==> config.mk <==
export PLATFORM = sky130hd
export DESIGN_NAME = button_events_flat
export DESIGN_NICKNAME = d
export VERILOG_FILES = /design/src/rtl/button_events_if.sv /design/src/rtl/button_events.sv /design/src/flat_wrapper.sv
export SDC_FILE = /design/constraint.sdc
export NUM_CORES = 1
export LEC_CHECK = 0
export ABC_AREA = 0
export CAP_MARGIN = 30
export CORE_UTILIZATION = 40
export CTS_BUF_LIST = sky130_fd_sc_hd__clkbuf_2 sky130_fd_sc_hd__clkbuf_4 sky130_fd_sc_hd__clkbuf_8
export DETAILED_ROUTE_END_ITERATION = 16
export SETUP_SLACK_MARGIN = 0.5
export SLEW_MARGIN = 20
export SYNTH_ARGS = -nofsm -noshare
export SYNTH_HDL_FRONTEND = slang
export SYNTH_SLANG_ARGS = --single-unit
==> constraint.sdc <==
create_clock -name clk -period 2.1 [get_ports clk]
set_clock_uncertainty 0.05 [all_clocks]
set_input_delay 0.42 -clock clk [delete_from_list [all_inputs] [get_ports clk]]
set_output_delay 0.42 -clock clk [all_outputs]
set_load 0.02 [all_outputs]
Figure 1. Selected gate families.
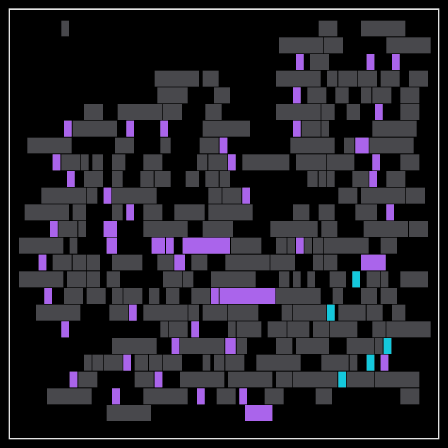
family	colour	cells	where
inverters	cyan	5	south-east
NOR gates	purple	46	widely spread
proportion of cell area occupied by multi-input gates: 45.2%
most frequent standard cell in the layout excluding fill and tap cells: dfxtp_1

Figure 2. Zoomed window.
The bar under the picture is 5 um long. Region (25, 39) to (45, 59) um. Cells in grey, sequential cells in the stronger grey; small squares are vias.
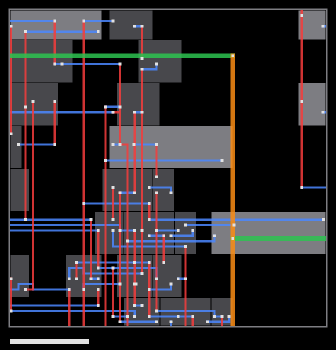
layer	colour
met1	blue
met3	green
met2	red
met4	orange
cells with their middle in the window	21
sequential cells in the window	3
most frequent	xor2_1 (4), nor2_1 (4), buf_4 (3)

==> summary.rpt <==
==== FLOW RESULTS ====
----------------------------------------------------
[GRT]
  Total congestion overflow ........................ 0
  First-pass GRT wire length ........................ approximately 6000 um
  Initial antenna violation count ........................ 0
  Vias in the first global route ........................ between 1000 and 1500
  Maximum number of pins on one net before global-route repair ........................ 24
  Gr usage total ........................ 15.4%

[Timing]
  Maximum frequency from static timing analysis ........................ 542 MHz
  Final setup vio count ........................ 0
  Unrepaired setup endpoints after global routing ........................ true
  Final count of pins violating max slew ........................ 0
  Minimum clock period after layout ........................ approximately 1.8 ns
  Post-Route Setup TNS ........................ 0 ns
  Final-report hold violation count ........................ 0
  Share of the clock period used by the worst path after layout ........................ between 80% and 90%

[Worst setup path]
  Maximum fanout count along the critical path ........................ 4
  Launching element type of the critical path ........................ flip-flop
  Worst path arrival time ........................ 2.01 ns
  Critical path's largest stage delay ........................ 0.55 ns
  Critical setup path kind ........................ flip-flop to flip-flop
  Worst reg-to-reg path cell count ........................ 5
  Crit path cell chain ........................ or4b_4 > nor4_4 > a21oi_2 > or3_1 > a21oi_1
  Data required time at the worst endpoint ........................ 2.26 ns
  Slowest library cell on the worst path ........................ or4b_4
  Register-to-register setup slack ........................ approximately 0.25 ns
  Nature of the critical path endpoint ........................ flip-flop

[Yosys]
  Post-synthesis cell type with the largest combined area ........................ dfxtp_1
  Post-synth EDFFs ........................ 0
  Post-synthesis cell type count ........................ 35
  Cell count listed in synth_stat.txt ........................ between 200 and 250
  Yosys chip area ........................ 1830 sq um
  Number of warning messages in the yosys log ........................ 0
  Cell with the most instances after synthesis ........................ dfxtp_1
  Post-synthesis instance area ........................ 1830 sq um
  Ys flops ........................ 40
  Share of the yosys chip area belonging to registers ........................ 43.7%
  Mean area per synthesized cell ........................ 8.72 sq um
  Main area contributors ........................ dfxtp_1 44%, xor2_1 13%, nor2_1 7.8%, nand3_1 4.6%, nand4_1 4.4%
  Share of the synthesized area in the top cell type ........................ between 40% and 50%
  Fraction of registers with async set or reset after synthesis ........................ 0%
  Top flip-flop cell by instance count after synthesis ........................ dfxtp_1
  Floorplan Nets ........................ around 220
  List of most frequent post-synthesis cells ........................ 40 x dfxtp_1, 38 x nor2_1, 28 x xor2_1
  Gate Count Post-Synth ........................ 210

[Final layout]
  Final cell count without fillers ........................ 292
  Tally of filler cells in the layout ........................ 432
  Diodes inserted ........................ 0
  Relative area change from synthesis to final layout ........................ 24.2%
  Nets ........................ ~250
  Fraction of final layout cells sized beyond drive strength 1 ........................ between 10% and 20%
  Flip-flop count of the largest register after layout ........................ 25

[Placed design]
  Number of cells in the design after placement ........................ 278
  GPL Wtd Cong ........................ 0.799
  Sum of net half-perimeters after detailed placement ........................ about 2300 um
  Count of input and output buffers ........................ 14

[Route]
  Routed via count ........................ 1483
  Initial DRT Pass Iterations ........................ 4
  Number of design-rule violations left by the first detailed-router iteration ........................ 40
  Average detailed-routed wire length per instance ........................ 12.0 um
  DRC viols ........................ 0
  Final routed wirelength across all metal layers ........................ 3520 um
  Antenna-violating nets left ........................ 0
  Via/cell ratio ........................ 5.08

[Clocking]
  Clk_lat worst skew ........................ 0.29 ns
  Max Root-Sink Buffers ........................ 2
  Number of H-tree levels ........................ 2
  Root buf cell ........................ clkbuf_8
  Reg clk slew, reported paths ........................ 0.08 ns
  Clock tree from TritonCTS ........................ done
  Number of clock buffers inserted by TritonCTS ........................ 5
  Number of clock sinks ........................ 40

[Flow run]
  Tally of OpenROAD warnings ........................ 31
  Max Cap Violations ........................ 0

[Hold path]
  Type of the worst min-delay path ........................ flip-flop to flip-flop
  Worst hold stages ........................ 2

[Status]
  Result of the run ........................ completed

[Die]
  Core Density at Floorplan ........................ 41.8%
  Die area ........................ 4850 sq um
  Core Footprint ........................ 4380 sq um
  Number of I/O pins ........................ 16
  Horizontal extent of the die ........................ 69.7 um
  Number of rows created at floorplan ........................ 24
  Overall die height ........................ 69.7 um

[Power and ir drop]
  Power density of the placed cells ........................ 628 nW/um^2
  Static power due to leakage ........................ 0.885 nW
  Largest voltage drop on the vdd net ........................ 331 uV

----------------------------------------------------
==> routing by layer <==
layer | share of wire, % | vias to the layer above | track usage, %
li1 | - | 775 | -
met1 | 50 | 683 | 20.9
met2 | 45 | 20 | 23.4
met3 | 3.4 | 5 | 4.51
met4 | 1.4 | 0 | 5.33
met5 | 0 | - | 0
==> cell families (layout without fill, tap and decap cells) <==
logic type,count (synthesis),after routing,synth area share (%)
and+or+nand+nor,108,108,30.1
DFF,40,40,43.7
xor gates and xnor gates,30,30,14.4
AOI/OAI and AO/OA,13,13,4.85
buffers and inverters,13,43,3.35
adders and majority gates,5,5,3.42
other,1,1,0.205
==> cells in the final DEF (no fill, tap or decap), types with 3 or more instances in the layout <==
master / Yosys / layout
a21oi_1: 5 / 5
and3_1: 4 / 3
buf_4: 3 / 14
clkbuf_8: 0 / 6
dfxtp_1: 40 / 37
dfxtp_2: 0 / 3
dlygate4sd2_1: 0 / 12
ha_1: 5 / 4
inv_1: 5 / 5
nand2_1: 17 / 17
nand3_1: 17 / 16
nand4_1: 13 / 13
nor2_1: 38 / 36
nor3_1: 3 / 3
xor2_1: 28 / 28
==> worst max-delay path: cells and delay by family (launching register included) <==
kind             cells  cell delay, ns
AND-OR/OR-AND        2            0.25
flip-flops           1            0.34
AND/OR/NAND/NOR      3            1.13
==> through the flow <==
step / area, sq um / hold slack (ns) / total power, mW / util [%] / setup WS (ns)
4_1_cts: 2230 / 0.425 / 1.44 / 50.9 / 0.284
3_3_place_gp: 2090 / 0.415 / 0.915 / 47.7 / 0.0641
3_5_place_dp: 2090 / 0.414 / 0.915 / 47.7 / 0.0450
2_1_floorplan: 1860 / 0.399 / 0.874 / - / 0.365
5_1_grt: 2270 / 0.451 / 1.49 / 51.9 / 0.197
6_report: 2270 / 0.429 / 1.43 / 51.9 / 0.254
==> final cells by class <==
cell class | count | area (sq um) | area share [%]
multi-input cells | 157 | 1030 | 45.2
flip-flops and latches | 40 | 805 | 35.4
repair buffers | 30 | 264 | 11.6
clock buffers | 6 | 82.6 | 3.63
well taps | 52 | 65.1 | 2.86
inverters | 5 | 18.8 | 0.826
clock inverters | 2 | 10.0 | 0.440
==> power by group <==
part           internal (mW)  switching [mW]  leakage, nW
Combinational         0.0512          0.0759        0.509
Clock                  0.262           0.265       0.0510
Sequential             0.767         0.00639        0.324
Total                   1.08           0.347        0.885
==> timing repair <==
item                                    4_1_cts  5_1_grt
hold buffers                                  0        0
endpoints found under the setup margin       43       36
resized                                      16        9
pin swaps                                     0        4
buffers inserted                              5        1
Power figures rest on the tool's default switching activity, not on a simulated workload.
